File: src/rtl/sdma_inst_pkg.sv
// Shared definitions for the SDMA instruction dispatcher: mode field placement,
// assembler states and error cause codes.
// Pure declarations, no logic; no latency or backpressure of its own.
package sdma_inst_pkg;

    // sdmamode sits in the low bits of the first beat of every instruction.
    localparam int MODE_LSB   = 0;
    localparam int MODE_WIDTH = 4;

    typedef enum logic [1:0] {
        ST_IDLE = 2'd0,
        ST_ASM  = 2'd1,
        ST_DROP = 2'd2
    } asm_state_t;

    localparam logic [2:0] ERR_NONE   = 3'd0;
    localparam logic [2:0] ERR_SHORT  = 3'd1;
    localparam logic [2:0] ERR_LONG   = 3'd2;
    localparam logic [2:0] ERR_MODE   = 3'd3;
    localparam logic [2:0] ERR_PARITY = 3'd4;

    function automatic int ceil_div(input int a, input int b);
        return (a + b - 1) / b;
    endfunction

endpackage

File: src/rtl/sdma_inst_fifo.sv
// Instruction queue: DEPTH x W storage with full/empty and same-cycle push+pop.
// Latency: a pushed entry is visible at the head on the cycle after the push.
// Backpressure: push is ignored when full; the caller gates push on !full.
module sdma_inst_fifo #(
    parameter int W     = 512,
    parameter int DEPTH = 4
) (
    input  logic         i_clk,
    input  logic         i_rst_n,
    input  logic         push_vld,
    input  logic [W-1:0] push_dat,
    input  logic         pop_vld,
    output logic [W-1:0] head_dat,
    output logic         full,
    output logic         empty
);

    localparam int PTR_W = $clog2(DEPTH);
    localparam int CNT_W = $clog2(DEPTH + 1);

    logic [W-1:0]     mem [DEPTH];
    logic [PTR_W-1:0] wr_ptr;
    logic [PTR_W-1:0] rd_ptr;
    logic [CNT_W-1:0] count;
    logic             do_push;
    logic             do_pop;

    assign full     = (count == CNT_W'(DEPTH));
    assign empty    = (count == '0);
    assign do_push  = push_vld && !full;
    assign do_pop   = pop_vld && !empty;
    assign head_dat = mem[rd_ptr];

    // Storage array; contents are don't-care until written, so no reset.
    always_ff @(posedge i_clk) begin
        if (do_push) begin
            mem[wr_ptr] <= push_dat;
        end
    end

    // Pointers wrap naturally because DEPTH is a power of two.
    always_ff @(posedge i_clk or negedge i_rst_n) begin
        if (!i_rst_n) begin
            wr_ptr <= '0;
            rd_ptr <= '0;
            count  <= '0;
        end else begin
            if (do_push) begin
                wr_ptr <= wr_ptr + PTR_W'(1);
            end
            if (do_pop) begin
                rd_ptr <= rd_ptr + PTR_W'(1);
            end
            case ({do_push, do_pop})
                2'b10:   count <= count + CNT_W'(1);
                2'b01:   count <= count - CNT_W'(1);
                default: count <= count;
            endcase
        end
    end

endmodule

File: src/rtl/sdma_inst_dispatcher.sv
// Assembles BUS_W beats into INST_W instructions, queues them and dispatches the head to the channel named by its sdmamode.
// Latency: last beat accepted in cycle N (queue empty) -> channel valid in cycle N+1; errors reported in the cycle after the offending beat.
// Backpressure: beat ready is simply !queue_full; head is held until the addressed channel is ready. Option: SDMA_INST_PARITY_CHK_EN adds per-beat even parity.
module sdma_inst_dispatcher
    import sdma_inst_pkg::*;
#(
    parameter int BUS_W  = 32,
    parameter int INST_W = 512,
    parameter int DEPTH  = 4,
    parameter int NUM_CH = 4,
    parameter int MODE_W = MODE_WIDTH
) (
    input  logic              i_clk,
    input  logic              i_rst_n,
    input  logic              i_sdi_beat_vld,
    input  logic [BUS_W-1:0]  i_sdi_beat_data,
    input  logic              i_sdi_beat_last,
`ifdef SDMA_INST_PARITY_CHK_EN
    input  logic              i_sdi_beat_par,
`endif
    output logic              o_sdi_beat_rdy,
    output logic [INST_W-1:0] o_sdi_inst,
    output logic [MODE_W-1:0] o_sdi_sdmamode,
    output logic [NUM_CH-1:0] o_sdi_inst_vld,
    input  logic [NUM_CH-1:0] i_sdi_inst_rdy,
    output logic              o_sdi_err,
    output logic [2:0]        o_sdi_err_code,
    output logic              o_sdi_busy
);

    localparam int BEATS = ceil_div(INST_W, BUS_W);
    localparam int BUF_W = BEATS * BUS_W;
    localparam int CNT_W = (BEATS > 1) ? $clog2(BEATS) : 1;
    localparam logic [CNT_W-1:0] LAST_CNT = CNT_W'(BEATS - 1);

    asm_state_t        state_q, state_d;
    logic [CNT_W-1:0]  cnt_q, cnt_d;
    logic [BUF_W-1:0]  buf_q, buf_d;
    logic              par_err_q, par_err_d;
    logic [BUF_W-1:0]  merged_buf;
    logic              merged_par;
    logic [MODE_W-1:0] cmp_mode;
    logic              beat_fire;
    logic              beat_par_bad;
    logic              push;
    logic              err_now;
    logic [2:0]        code_now;
    logic              err_q;
    logic [2:0]        err_code_q;

    logic [INST_W-1:0] head_dat;
    logic [MODE_W-1:0] head_mode;
    logic              q_full;
    logic              q_empty;
    logic              pop;

    assign o_sdi_beat_rdy = !q_full;
    assign beat_fire      = i_sdi_beat_vld && o_sdi_beat_rdy;

`ifdef SDMA_INST_PARITY_CHK_EN
    assign beat_par_bad = (^i_sdi_beat_data) != i_sdi_beat_par;
`else
    assign beat_par_bad = 1'b0;
`endif

    // Current beat merged into the partial instruction at its slot.
    always_comb begin
        merged_buf = buf_q;
        for (int k = 0; k < BEATS; k++) begin
            if (cnt_q == CNT_W'(k)) begin
                merged_buf[k*BUS_W +: BUS_W] = i_sdi_beat_data;
            end
        end
        merged_par = par_err_q | beat_par_bad;
        cmp_mode   = merged_buf[MODE_LSB +: MODE_W];
    end

    // Assembler next-state: collect, complete, or flag short/long/mode/parity faults.
    always_comb begin
        state_d   = state_q;
        cnt_d     = cnt_q;
        buf_d     = buf_q;
        par_err_d = par_err_q;
        push      = 1'b0;
        err_now   = 1'b0;
        code_now  = ERR_NONE;
        if (beat_fire) begin
            case (state_q)
                ST_IDLE, ST_ASM: begin
                    buf_d     = merged_buf;
                    par_err_d = merged_par;
                    if (cnt_q == LAST_CNT) begin
                        state_d   = i_sdi_beat_last ? ST_IDLE : ST_DROP;
                        cnt_d     = '0;
                        par_err_d = 1'b0;
                        err_now   = 1'b1;
                        if (!i_sdi_beat_last) begin
                            code_now = ERR_LONG;
                        end else if (merged_par) begin
                            code_now = ERR_PARITY;
                        end else if (32'(cmp_mode) >= NUM_CH) begin
                            code_now = ERR_MODE;
                        end else begin
                            err_now = 1'b0;
                            push    = 1'b1;
                        end
                    end else if (i_sdi_beat_last) begin
                        state_d   = ST_IDLE;
                        cnt_d     = '0;
                        par_err_d = 1'b0;
                        err_now   = 1'b1;
                        code_now  = ERR_SHORT;
                    end else begin
                        state_d = ST_ASM;
                        cnt_d   = cnt_q + CNT_W'(1);
                    end
                end
                ST_DROP: begin
                    if (i_sdi_beat_last) begin
                        state_d = ST_IDLE;
                    end
                end
                default: begin
                    state_d = ST_IDLE;
                    cnt_d   = '0;
                end
            endcase
        end
    end

    // Assembler state, beat counter, partial instruction and parity flag.
    always_ff @(posedge i_clk or negedge i_rst_n) begin
        if (!i_rst_n) begin
            state_q   <= ST_IDLE;
            cnt_q     <= '0;
            buf_q     <= '0;
            par_err_q <= 1'b0;
        end else begin
            state_q   <= state_d;
            cnt_q     <= cnt_d;
            buf_q     <= buf_d;
            par_err_q <= par_err_d;
        end
    end

    // Error pulse for one cycle; cause code sticks until the next error.
    always_ff @(posedge i_clk or negedge i_rst_n) begin
        if (!i_rst_n) begin
            err_q      <= 1'b0;
            err_code_q <= ERR_NONE;
        end else begin
            err_q <= err_now;
            if (err_now) begin
                err_code_q <= code_now;
            end
        end
    end

    assign o_sdi_err      = err_q;
    assign o_sdi_err_code = err_code_q;

    sdma_inst_fifo #(
        .W     (INST_W),
        .DEPTH (DEPTH)
    ) u_fifo (
        .i_clk    (i_clk),
        .i_rst_n  (i_rst_n),
        .push_vld (push),
        .push_dat (merged_buf[INST_W-1:0]),
        .pop_vld  (pop),
        .head_dat (head_dat),
        .full     (q_full),
        .empty    (q_empty)
    );

    assign head_mode = head_dat[MODE_LSB +: MODE_W];

    // Head dispatch: one-hot valid on the addressed channel, data zeroed when empty.
    always_comb begin
        o_sdi_inst     = q_empty ? '0 : head_dat;
        o_sdi_sdmamode = q_empty ? '0 : head_mode;
        o_sdi_inst_vld = '0;
        for (int ch = 0; ch < NUM_CH; ch++) begin
            o_sdi_inst_vld[ch] = !q_empty && (32'(head_mode) == ch);
        end
        pop = |(o_sdi_inst_vld & i_sdi_inst_rdy);
    end

    assign o_sdi_busy = (state_q != ST_IDLE) || !q_empty;

endmodule

File: config.mk
export PLATFORM = sky130hd
export DESIGN_NAME = sdma_inst_dispatcher
export DESIGN_NICKNAME = d
export VERILOG_FILES = /design/src/rtl/sdma_inst_pkg.sv /design/src/rtl/sdma_inst_fifo.sv /design/src/rtl/sdma_inst_dispatcher.sv
export SDC_FILE = /design/constraint.sdc
export NUM_CORES = 2
export LEC_CHECK = 0
export ABC_AREA = 0
export CORE_ASPECT_RATIO = 0.9
export CORE_MARGIN = 10
export CORE_UTILIZATION = 25
export CTS_BUF_LIST = sky130_fd_sc_hd__clkbuf_8
export CTS_CLUSTER_DIAMETER = 50
export CTS_CLUSTER_SIZE = 16
export DETAILED_ROUTE_END_ITERATION = 6
export GPL_ROUTABILITY_DRIVEN = 0
export PLACE_DENSITY = 0.5
export SYNTH_ARGS = -nofsm -noshare
export SYNTH_HDL_FRONTEND = slang
export SYNTH_SLANG_ARGS = --single-unit
File: constraint.sdc
create_clock -name i_clk -period 30.2 [get_ports i_clk]
set_input_delay 9.06 -clock i_clk [delete_from_list [all_inputs] [get_ports i_clk]]
set_output_delay 9.06 -clock i_clk [all_outputs]
set_load 0.01 [all_outputs]
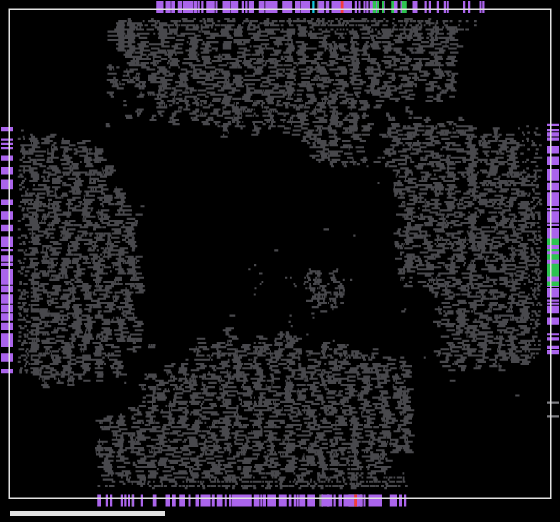
(pin placement)
Bar = 200 um. Pins as bars across the die edge, other pins in grey.
i_sdi_beat_data: in green, pins 32, direction input, edge 21 right, 11 top. o_sdi_inst: in purple, pins 512, direction output, edge 147 bottom, 141 top, 119 right, 105 left. o_sdi_busy: in cyan, pins 1, direction output, edge top. o_sdi_sdmamode: in red, pins 4, direction output, edge 2 bottom, 2 top.
All pins by edge: 161 bottom, 158 top, 142 right, 105 left.
Die Ht: 630.4 um
number of port buffers: 564
Die W: 698.2 um

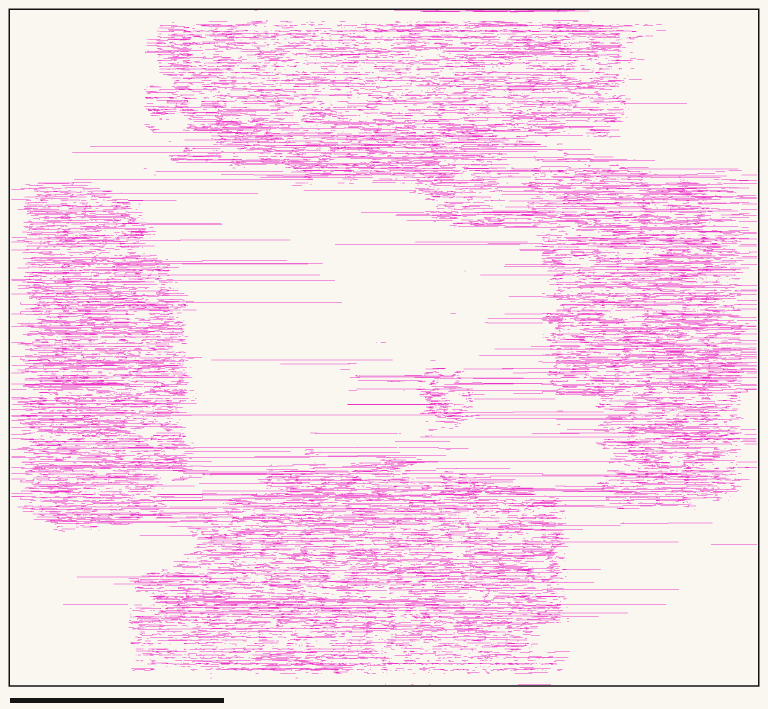
(signal wires on met1)
Bar = 200 um.
6325 nets have wire on it. The layer carries 135 mm of wire. The layer holds 43% of the routed length. The wires run mostly horizontal.
DR vias: 54700
met1 Use GR: 19.01%
post-detailed-routing wire length: 317400 um

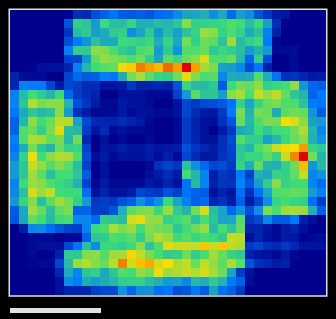
(wire density map)
Bar = 200 um. 35 x 32 tiles, from dark blue (low) to red (high), scaled to the fullest tile. Values are wire area over tile area, all layers added.
The fullest tile reaches 0.39. 19% of the tiles are nearly empty. 24% of the tiles are over half the peak. The mean over all tiles is 0.11. The emptiest ninth of the die: centre. The densest ninth of the die: bottom centre.
drt wl/cell: 25.60 um
Tot GR Track Use: 13.90%

==> results_slide.txt <==
Implementation Results

Outcome
  • Status: complete, but fails checks
  • Failing checks: antenna violations

Finish
  • Cell area after layout: 122000 um2
  • # diodes: 71
  • Final clock-cell share: about 5.5%
  • Non-Filler Instances: between 10000 and 15000
  • Number of non-clock buffers: 663
  • Logic area: ~27000 um2
  • CLK BUF: 320
  • Post-layout net count: roughly 6600
  • Flop share of the area: roughly three fifths
  • Top Layout Cells: edfxtp_1 (2048), nand2_1 (853), mux2_2 (580)
  • Fin util: between 20% and 30%
  • FILL cells: a little over 40000
  • Invs w/o clock: 14
  • Synth-to-layout area growth: 17.91%

Place
  • DP Area: roughly 120000 um2
  • Worst slack, placed: ~14 ns
  • HPWL Detailed: 180000 um

Yosys
  • Ys flop type: edfxtp_1
  • Registers, synthesis: 2576
  • Xor and xnor area share after synthesis: 0.05077%
  • Largest cells by area after synthesis: edfxtp_1 (59%), dfrtp_1 (13%), mux4_2 (11%), mux2_2 (6.3%), nand2_1 (3.1%)
  • Area fraction in mux cells: 17.76%
  • Synth Cell Area: ~100000 um2
  • Max-area cell share: roughly three fifths
  • Post-synthesis sequential area ratio: around 72%
  • Top logic family: multiplexers
  • Floorplan net count: 5986
  • Post-synth top area cell: edfxtp_1
  • Yosys aoi share: 0.1487%
  • Post-Syn Area per Cell: approximately 17 um2

Floorplan
  • Tap cells: roughly 5500
  • Core area: between 400000 and 500000 um2

Routing
  • Metal3 WL: ~22000 um
  • Final ANT Viol Nets: 1
  • Initial drt markers: 4597
  • DR WL met2: roughly 150000 um
  • DRC: 0
  • Routed met1 length: around 140000 um
  • Highest routed layer: met5
  • DR pass1 iterations: 7

Setup path
  • Worst setup path end: o_sdi_inst[159]
  • Setup crit end kind: output pin
  • CP Launch Type: register
  • CP startpoint: u_fifo.rd_ptr[0]
  • Crit path kind: register to output pin
  • Critical Path AT: 7.97 ns

STA
  • Hold_ws: about 0.47 ns
  • Max Clk Rate: around 0.059 GHz
  • Final Hold Violation Tally: 0
  • Slew HR: 17.75%
  • RSZ-0062 raised after global routing: no
  • Max Slew Vio Count: 0
  • Final setup vio count: 0
  • Tmin final: 17.03 ns
  • Fin worst setup slack: ~13 ns

Power
  • Clk pwr share: between 20% and 30%
  • PD cells: around 94 nW/um2
  • Int Pwr: about 7.6 mW
  • Switching Fraction: roughly 34%
  • Pwr Total: between 10 and 15 mW
  • Switching Power: about 3.8 mW
  • Combinational power share: 36.7%
  • Peak supply drop: a little over 0.09 mV
  • Max power group: registers

Clock tree
  • Root Buffer: clkbuf_8
  • CTS sink cnt: 2576
  • Hold_buf cts: 0
  • Post-CTS setup repair buffer count: 0
  • CTS buffer count: 300
  • H-tree depth: 5

Global route
  • Overall overflow remaining after global route: 0
  • Pin count of the biggest net entering global routing: 164

Hold path
  • Hold Path Class: register to register
per-layer routing:
metal	global-route usage (%)	vias to the layer above
met3	2.290	339
met1	19.01	29050
met2	23.35	1867
met4	2.780	4
met5	0	-
li1	-	23440
Yosys cell counts, types with 14 or more instances:
library cell,instances
edfxtp_1,2048
nand2_1,860
mux2_2,580
dfrtp_1,528
and2_1,512
mux4_2,510
nor2_1,413
buf_2,206
clkbuf_1,109
buf_4,42
mux2_1,27
inv_1,14
critical path: stages, from the launching register on:
cell and delay (ns):
dfrtp_4 0.90, buf_4 0.70, buf_4 0.71, buf_4 0.78, buf_4 0.75, buf_4 0.75, buf_4 0.81, mux4_2 0.59
and2_1 0.18, clkdlybuf4s50_1 0.53
Power is estimated from default activity; no workload was simulated.
